**Run 1: sizing map**

Scale bar: 20 um.
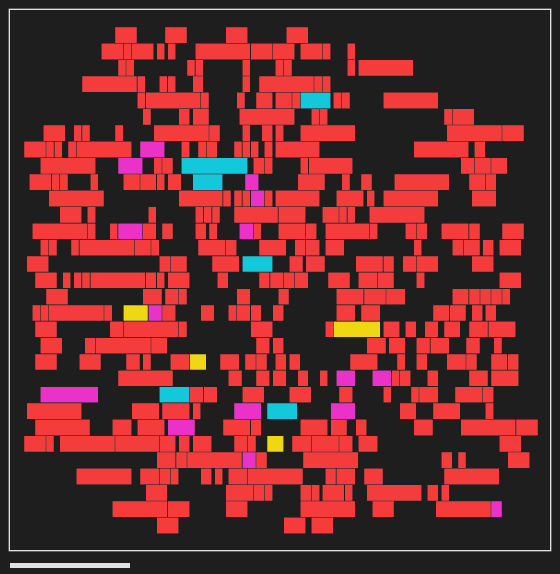
**Run 1: the metal 1 layer**

Scale bar: 20 um. Supply wires on this layer in gray. Cells faint in the background.
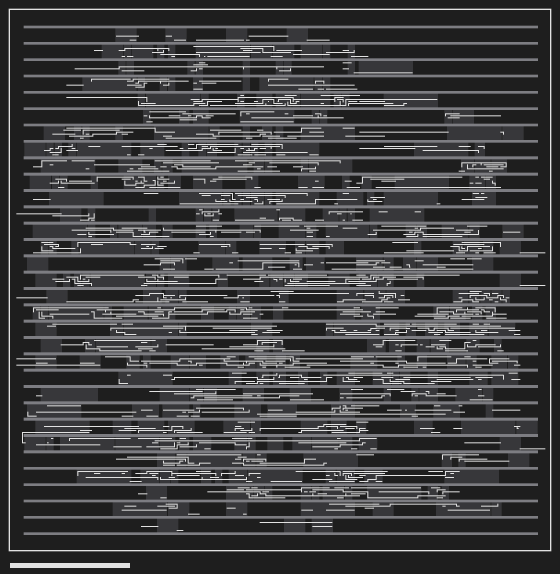
**Run 1: zoomed window**

Scale bar: 10 um. Region (25, 7) to (65, 47) um. Cells in gray, sequential cells in the stronger gray; small squares are vias.
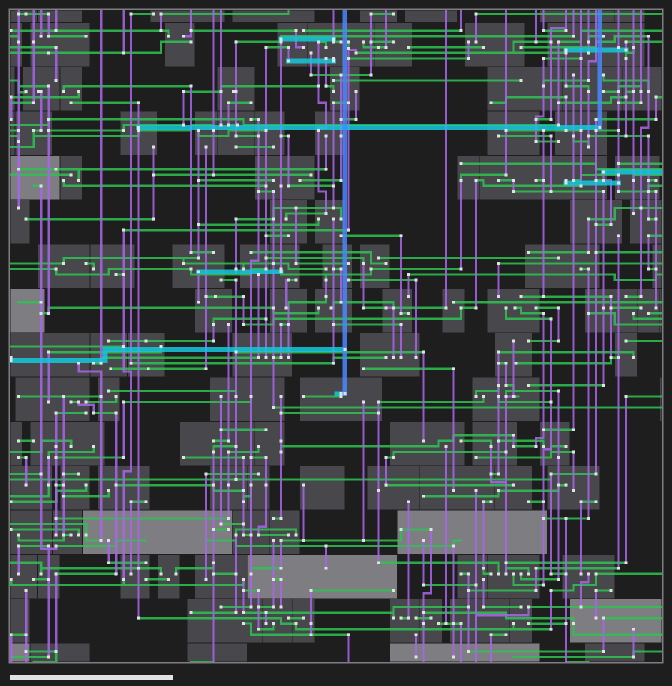
<file path="config.mk">
export PLATFORM = sky130hd
export DESIGN_NAME = csa_mul8_seq_ctrl
export DESIGN_NICKNAME = d
export VERILOG_FILES = /design/src/rtl/csa_mul8_seq_ctrl.sv
export SDC_FILE = /design/constraint.sdc
export NUM_CORES = 1
export LEC_CHECK = 0
export CORE_MARGIN = 2
export CORE_UTILIZATION = 40
export CTS_BUF_LIST = sky130_fd_sc_hd__clkbuf_8
export DETAILED_ROUTE_END_ITERATION = 8
export MAX_ROUTING_LAYER = met4
export PLACE_DENSITY = 0.57
export SLEW_MARGIN = 20
export SYNTH_ARGS = -nofsm -noshare
export SYNTH_HDL_FRONTEND = slang
export SYNTH_SLANG_ARGS = --single-unit
</file>
<file path="constraint.sdc">
create_clock -name clk -period 15.95 [get_ports clk]
set_input_delay 1.595 -clock clk [delete_from_list [all_inputs] [get_ports clk]]
set_output_delay 1.595 -clock clk [all_outputs]
set_load 0.005 [all_outputs]
</file>
<file path="src/rtl/csa_mul8_seq_ctrl.sv">
// csa_mul8_seq_ctrl: sequential 8x8 unsigned multiplier that reuses one 4x4
// carry-save array over four nibble partial products, accumulating into 16 bits.
// Ports:
//   clk, rst_n          clock, asynchronous active-low reset
//   in_valid/in_ready   operand handshake (a, b captured on accept)
//   a, b                8-bit unsigned operands
//   out_valid/out_ready result handshake
//   p                   16-bit product, valid while out_valid
//   busy                high outside IDLE
// csa_4_bit: combinational 4x4 unsigned carry-save array multiplier.
module csa_4_bit (
  input  logic [3:0] x,
  input  logic [3:0] y,
  output logic [7:0] prod
);
  logic [7:0] pp [4];
  logic [7:0] s1, c1, s2, c2, t0, t1, t2;

  always_comb begin
    for (int i = 0; i < 4; i++) begin
      pp[i] = 8'({4'b0, x & {4{y[i]}}} << i);
    end
    // two carry-save rows, then one carry-propagate add
    s1 = pp[0] ^ pp[1] ^ pp[2];
    c1 = (pp[0] & pp[1]) | (pp[0] & pp[2]) | (pp[1] & pp[2]);
    t0 = s1;
    t1 = 8'(c1 << 1);
    t2 = pp[3];
    s2 = t0 ^ t1 ^ t2;
    c2 = (t0 & t1) | (t0 & t2) | (t1 & t2);
    prod = s2 + 8'(c2 << 1);
  end
endmodule

module csa_mul8_seq_ctrl #(
  parameter bit SKIP_ZERO = 1'b0
) (
  input  logic        clk,
  input  logic        rst_n,
  input  logic        in_valid,
  output logic        in_ready,
  input  logic [7:0]  a,
  input  logic [7:0]  b,
  output logic        out_valid,
  input  logic        out_ready,
  output logic [15:0] p,
  output logic        busy
);
  localparam int unsigned OP_W  = 8;
  localparam int unsigned ACC_W = 16;

  typedef enum logic [2:0] {
    IDLE = 3'd0,
    PP0  = 3'd1,
    PP1  = 3'd2,
    PP2  = 3'd3,
    PP3  = 3'd4,
    DONE = 3'd5
  } state_t;

  state_t             state_q, state_d;
  logic [OP_W-1:0]    a_q, a_d, b_q, b_d;
  logic [ACC_W-1:0]   acc_q, acc_d;
  logic               in_ready_q, in_ready_d;
  logic               out_valid_q, out_valid_d;
  logic               busy_q, busy_d;

  logic [3:0]         nib_a, nib_b;
  logic [3:0]         shift;
  logic [7:0]         pp;

  // Is partial product k worth running for operands x/y?
  function automatic logic pp_required(input int unsigned k,
                                       input logic [7:0] x, input logic [7:0] y);
    logic [3:0] xn, yn;
    xn = k[0] ? x[7:4] : x[3:0];
    yn = k[1] ? y[7:4] : y[3:0];
    return !SKIP_ZERO || ((xn != 4'h0) && (yn != 4'h0));
  endfunction

  // First required PP state at or after index from, else DONE.
  function automatic state_t next_pp(input int unsigned from,
                                     input logic [7:0] x, input logic [7:0] y);
    state_t nxt;
    logic   found;
    nxt   = DONE;
    found = 1'b0;
    for (int unsigned k = 0; k < 4; k++) begin
      if (!found && k >= from && pp_required(k, x, y)) begin
        nxt   = state_t'(3'(k + 1));
        found = 1'b1;
      end
    end
    return nxt;
  endfunction

  csa_4_bit u_csa (
    .x    (nib_a),
    .y    (nib_b),
    .prod (pp)
  );

  // Array operand steering; zeroed outside PP states.
  always_comb begin
    nib_a = 4'h0;
    nib_b = 4'h0;
    shift = 4'd0;
    unique case (state_q)
      PP0: begin nib_a = a_q[3:0]; nib_b = b_q[3:0]; shift = 4'd0; end
      PP1: begin nib_a = a_q[7:4]; nib_b = b_q[3:0]; shift = 4'd4; end
      PP2: begin nib_a = a_q[3:0]; nib_b = b_q[7:4]; shift = 4'd4; end
      PP3: begin nib_a = a_q[7:4]; nib_b = b_q[7:4]; shift = 4'd8; end
      default: ;
    endcase
  end

  // Next-state, datapath and registered-output computation.
  always_comb begin
    state_d = state_q;
    a_d     = a_q;
    b_d     = b_q;
    acc_d   = acc_q;
    unique case (state_q)
      IDLE: begin
        if (in_valid && in_ready_q) begin
          a_d     = a;
          b_d     = b;
          acc_d   = '0;
          state_d = next_pp(0, a, b);
        end
      end
      PP0, PP1, PP2, PP3: begin
        acc_d   = acc_q + (ACC_W'(pp) << shift);
        state_d = next_pp(32'(state_q), a_q, b_q);
      end
      DONE: begin
        if (out_ready) state_d = IDLE;
      end
      default: state_d = IDLE;
    endcase
    in_ready_d  = (state_d == IDLE);
    out_valid_d = (state_d == DONE);
    busy_d      = (state_d != IDLE);
  end

  // State and output registers.
  always_ff @(posedge clk or negedge rst_n) begin
    if (!rst_n) begin
      state_q     <= IDLE;
      a_q         <= '0;
      b_q         <= '0;
      acc_q       <= '0;
      in_ready_q  <= 1'b1;
      out_valid_q <= 1'b0;
      busy_q      <= 1'b0;
    end else begin
      state_q     <= state_d;
      a_q         <= a_d;
      b_q         <= b_d;
      acc_q       <= acc_d;
      in_ready_q  <= in_ready_d;
      out_valid_q <= out_valid_d;
      busy_q      <= busy_d;
    end
  end

  assign in_ready  = in_ready_q;
  assign out_valid = out_valid_q;
  assign busy      = busy_q;
  assign p         = acc_q;
endmodule

</file>
==> flow_summary.json, run 1 <==
{
  "run_status": "completed",
  "number_of_synthesis_warnings": 0,
  "syn_to_final_growth_pct": 18.1,
  "crit_required_ns": 16.18,
  "timing.max_cap.violations": 0,
  "drc": 0,
  "worst_path_cell_trace": "nand2b_1 > nor2_1 > a21oi_1 > or2_2 > fa_1 > inv_1 > fa_1 > ha_1 > inv_1 > fa_1 > o21ai_0 > and3_1 > ha_1 > a21oi_1 > o31ai_2 > a221o_2 > a21oi_2 > mux2i_1 > mux2i_1",
  "fp-utilization_pct": 40.9,
  "crit_type": "reg2reg",
  "worstPathBufferInverterCount": 2,
  "max_clock_freq_mhz": 157,
  "hold_buffers": 0,
  "layout.cells.most_common_list": "sky130_fd_sc_hd__nand2_1, sky130_fd_sc_hd__dfrtp_1, sky130_fd_sc_hd__clkdlybuf4s50_1, sky130_fd_sc_hd__nor2_1, sky130_fd_sc_hd__a21oi_1",
  "syn-num-nets": 397,
  "grt_setup_unrepaired": "no",
  "timing_hold_violations_final": 0,
  "post-cts-setup-buffers": 0,
  "wire_per_inst_um": 15.3,
  "number_of_gates_resized_after_cts": 0,
  "yosys.area.top_type_share_pct": 31.4,
  "tns_ns": 0,
  "stages_on_worst_setup_path": 19,
  "cts_tree": "yes",
  "use_met1_pct": 26.9,
  "worst-endpoint-arrival_ns": 6.61,
  "met2_length_um": 3300,
  "post-synth-top-area-cell": "sky130_fd_sc_hd__dfrtp_1",
  "maxUsedRoutingLayer": "met4",
  "num-fill-cells": 718,
  "log.warning_count": 26,
  "root_buffer": "sky130_fd_sc_hd__clkbuf_8",
  "drt_wl_total_um": 7290,
  "regToRegSetupSlack_ns": 9.58,
  "setup.worst_path.start": "state_q[2]",
  "post-route-min-period_ns": 6.37,
  "pin_count_of_the_biggest_net_entering_global_routing": 39,
  "avgViaCountPerCell": 5.36,
  "finalHoldWorstSlack_ns": 0.471,
  "num_rows": 31
}
## Picture notes: 'sizing map'
- x3 and x4: yellow (cells 4; share 1.1%)
- x2: magenta (cells 15; share 4.0%)
- x6 and larger: cyan (cells 6; share 1.6%)
- x1 and smaller: red (cells 352; share 93%)
non-clock buffer instance count of the final layout: 39
final instance area: 0.00348 mm^2

## Picture notes: 'the metal 1 layer'
- main direction: horizontal
- longest straight run: 34.0 um
- share of all routed wire: 50%
- nets with wire on the layer: 385

## Picture notes: 'zoomed window'
- M4: blue
- M1: green
- M3: cyan
- M2: purple
- netlist names of flops here include: p (4)
- most frequent: o21ai_0 (11), nand2_1 (8)
- cells with their middle in the window: 101
- sequential cells in the window: 4

-- run 1: state kept, by name (all words and copies together) (netlist names) --
signal and cells:
busy 1, out_valid 1, p 16, a_q 8, state_q 3, b_q 8, in_ready 1
-- run 1: cell families (layout without fill, tap and decap cells) --
group                    after synthesis  in the layout  share of synthesized area, %
adder cells (fa/ha/maj)               29             29                          14.1
AND/OR/NAND/NOR                      145            145                          23.0
multiplexers                           7              7                          2.50
flip-flops                            38             38                          32.3
XOR/XNOR                              14             14                          4.16
buffers and inverters                 24             53                          3.61
AND-OR/OR-AND                         91             91                          20.4
-- run 1: synthesized netlist by cell type (2+ instances only) --
cell and instances:
sky130_fd_sc_hd__nand2_1 67, sky130_fd_sc_hd__dfrtp_1 37, sky130_fd_sc_hd__nor2_1 30, sky130_fd_sc_hd__a21oi_1 25, sky130_fd_sc_hd__ha_1 22, sky130_fd_sc_hd__o21ai_0 21, sky130_fd_sc_hd__xor2_1 9, sky130_fd_sc_hd__clkbuf_1 8
sky130_fd_sc_hd__a21o_1 7, sky130_fd_sc_hd__buf_2 7, sky130_fd_sc_hd__fa_1 7, sky130_fd_sc_hd__nand2b_1 7, sky130_fd_sc_hd__nand3_1 7, sky130_fd_sc_hd__a22oi_1 6, sky130_fd_sc_hd__and3_1 6, sky130_fd_sc_hd__inv_1 6
sky130_fd_sc_hd__nor2b_1 5, sky130_fd_sc_hd__o21ai_1 5, sky130_fd_sc_hd__xnor2_1 5, sky130_fd_sc_hd__mux2i_1 4, sky130_fd_sc_hd__nor3b_1 4, sky130_fd_sc_hd__a22o_1 3, sky130_fd_sc_hd__mux2_2 3, sky130_fd_sc_hd__o21a_1 3
sky130_fd_sc_hd__or2_2 3, sky130_fd_sc_hd__a211oi_1 2, sky130_fd_sc_hd__a31oi_1 2, sky130_fd_sc_hd__and2_1 2, sky130_fd_sc_hd__buf_4 2, sky130_fd_sc_hd__nor3_1 2, sky130_fd_sc_hd__nor4b_1 2, sky130_fd_sc_hd__o211a_1 2
sky130_fd_sc_hd__or3_1 2
-- run 1: area by class of cell --
type | count | area, um^2 | share of cell area [%]
clock inverters | 3 | 41.3 | 1.19
well taps | 99 | 124 | 3.56
flip-flops and latches | 38 | 952 | 27.3
repair buffers | 39 | 383 | 11.0
multi-input cells | 286 | 1890 | 54.3
clock buffers | 5 | 68.8 | 1.98
inverters | 6 | 22.5 | 0.647
-- run 1: power by group --
part	total (W)	switching, W	internal, W	leakage, nW
Clock	0.0000828	0.0000367	0.0000461	0.0556
Combinational	0.000410	0.000235	0.000175	1.10
Sequential	0.000191	0.0000505	0.000141	0.481
-- run 1: metrics by stage --
stage / worst slack [ns] / instance area [um^2] / instances / utilization [%] / power (W)
after global placement: 9.82 / 3370 / 468 / 46.7 / 0.000596
after floorplan: 10.82 / 2950 / 348 / - / 0.000478
after global routing: 9.04 / 3480 / 476 / 48.3 / 0.000748
after detailed placement: 9.68 / 3370 / 468 / 46.7 / 0.000601
final: 9.58 / 3480 / 476 / 48.3 / 0.000684
after CTS: 9.59 / 3480 / 476 / 48.3 / 0.000687
**Run 1: congestion heat map**

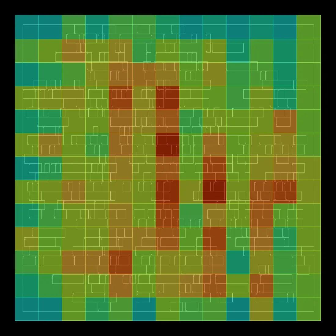

--- run 2 (diff from run 1) ---
clock period = 6.7 ns   (was 15.95 ns; I/O delays follow)
**Run 2: congestion heat map**

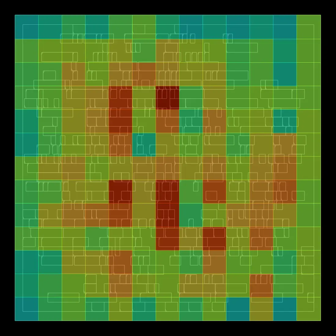
met1 capacity usage during global routing: 27.1%
global routing usage summed across all routing layers: 19.7%
met2 global-route usage: 30.6%

==> run 2 against run 1 <==
Synthesized area unchanged. Register-to-register slack worse by 8.9 ns. Worst setup slack worse by 8.9 ns. Critical path depth unchanged. Flip-flop count unchanged. Final area up 1.1%. Non-clock buffer count up 1. Largest power group unchanged. Sequential power up 130%. Routed wire length up 1.2%. Worst hold slack worse by 0.0013 ns. Via count up 1.6%. Critical path type unchanged.
==> flow_summary.json, run 2 <==
{
  "num_rows": 31,
  "yosys.area_share.simple_pct": 23.0,
  "root_buffer": "sky130_fd_sc_hd__clkbuf_8",
  "syn-num-nets": 397,
  "hold_buffers": 0,
  "post_synth_fa_ha_maj_area_fraction_pct": 14.1,
  "worst-endpoint-arrival_ns": 6.31,
  "crit_required_ns": 6.93,
  "post-cts-setup-buffers": 0,
  "post-route-min-period_ns": 6.07,
  "log.warning_count": 26,
  "timing.max_cap.violations": 0,
  "layout.cells.most_common_list": "sky130_fd_sc_hd__nand2_1, sky130_fd_sc_hd__dfrtp_1, sky130_fd_sc_hd__clkdlybuf4s50_1, sky130_fd_sc_hd__nor2_1, sky130_fd_sc_hd__a21oi_1",
  "pre_cts_ws_ns": 0.636,
  "total_power_w": 0.00168,
  "pin_count_of_the_biggest_net_entering_global_routing": 39,
  "finalHoldWorstSlack_ns": 0.469,
  "fp-utilization_pct": 40.9,
  "crit_type": "reg2reg",
  "run_status": "completed",
  "yosys.area.top_type_share_pct": 31.4,
  "number_of_synthesis_warnings": 0,
  "number_of_gates_resized_after_cts": 0,
  "timing_hold_violations_final": 0,
  "num-fill-cells": 720,
  "netlist.top_cell.by_instances": "sky130_fd_sc_hd__nand2_1",
  "cts_tree": "yes",
  "avgViaCountPerCell": 5.44,
  "grt_setup_unrepaired": "no",
  "fin_ws_ns": 0.626,
  "tns_ns": 0,
  "syn_to_final_growth_pct": 19.4,
  "drt_wl_total_um": 7380,
  "post-synth-top-area-cell": "sky130_fd_sc_hd__dfrtp_1",
  "finalCoreUtilization_pct": 48.8
}
run 2: cell families after synthesis:
group,count (synthesis)
simple gates,145
compound gates,91
flops,38
fa+ha+maj,29
buf+inv,24
xor+xnor,14
mux,7
run 2: worst paths after layout:
check                      startpoint      to  slack (ns)
max                        state_q[1]   p[15]        0.63
min                             p[15]   p[15]        0.47
max reg2reg                state_q[1]   p[15]        0.63
min reg2reg                     p[15]   p[15]        0.47
max in group asynchronous       rst_n  b_q[7]        5.67
min in group asynchronous       rst_n   p[14]        0.48
run 2: final cells by class:
cell class / instances / area (um^2) / share of cell area [%]
multi-input cells: 286 / 1890 / 53.7
flip-flops and latches: 38 / 952 / 27.0
repair buffers: 40 / 390 / 11.1
well taps: 99 / 124 / 3.52
clock buffers: 6 / 82.6 / 2.34
clock inverters: 2 / 60.1 / 1.71
inverters: 6 / 22.5 / 0.639
run 2: layer usage:
metal	part of all wire (%)	vias up	routed length (um)	track usage, %
met5	0	-	0	-
met4	1.2	0	91	4.87
met3	4.0	10	292	3.44
met2	46	61	3410	30.6
met1	49	1243	3590	27.1
li1	-	1281	-	-
run 2: through the flow:
step	instances	cell area [um^2]
finish	477	3520
global route	477	3520
CTS	477	3520
detailed placement	469	3380
global placement	469	3380
floorplan	348	2950
run 2: worst max-delay path: stages (launching register included):
cell                       delay (ns)
sky130_fd_sc_hd__dfrtp_1         0.56
sky130_fd_sc_hd__nand2b_1        0.25
sky130_fd_sc_hd__nor2_1          0.52
sky130_fd_sc_hd__a21oi_1         0.24
sky130_fd_sc_hd__or2_2           0.36
sky130_fd_sc_hd__fa_1            0.54
sky130_fd_sc_hd__inv_1           0.06
sky130_fd_sc_hd__fa_1            0.53
sky130_fd_sc_hd__ha_1            0.16
sky130_fd_sc_hd__inv_1           0.05
sky130_fd_sc_hd__fa_1            0.56
sky130_fd_sc_hd__o21ai_0         0.10
sky130_fd_sc_hd__and3_1          0.19
sky130_fd_sc_hd__ha_1            0.32
sky130_fd_sc_hd__a21oi_1         0.23
sky130_fd_sc_hd__o31ai_2         0.14
sky130_fd_sc_hd__a221o_2         0.44
sky130_fd_sc_hd__a21oi_2         0.19
sky130_fd_sc_hd__mux2i_1         0.34
sky130_fd_sc_hd__mux2i_1         0.21
run 2: report_power, final:
group / internal (W) / total, W / switching (W) / leakage [nW]
clock network: 0.000159 / 0.000249 / 0.0000902 / 0.0714
logic: 0.000421 / 0.000994 / 0.000573 / 1.11
registers: 0.000336 / 0.000439 / 0.000103 / 0.481
total: 0.000916 / 0.00168 / 0.000767 / 1.66
No activity file was given, so power comes from the tool's default toggle rates.
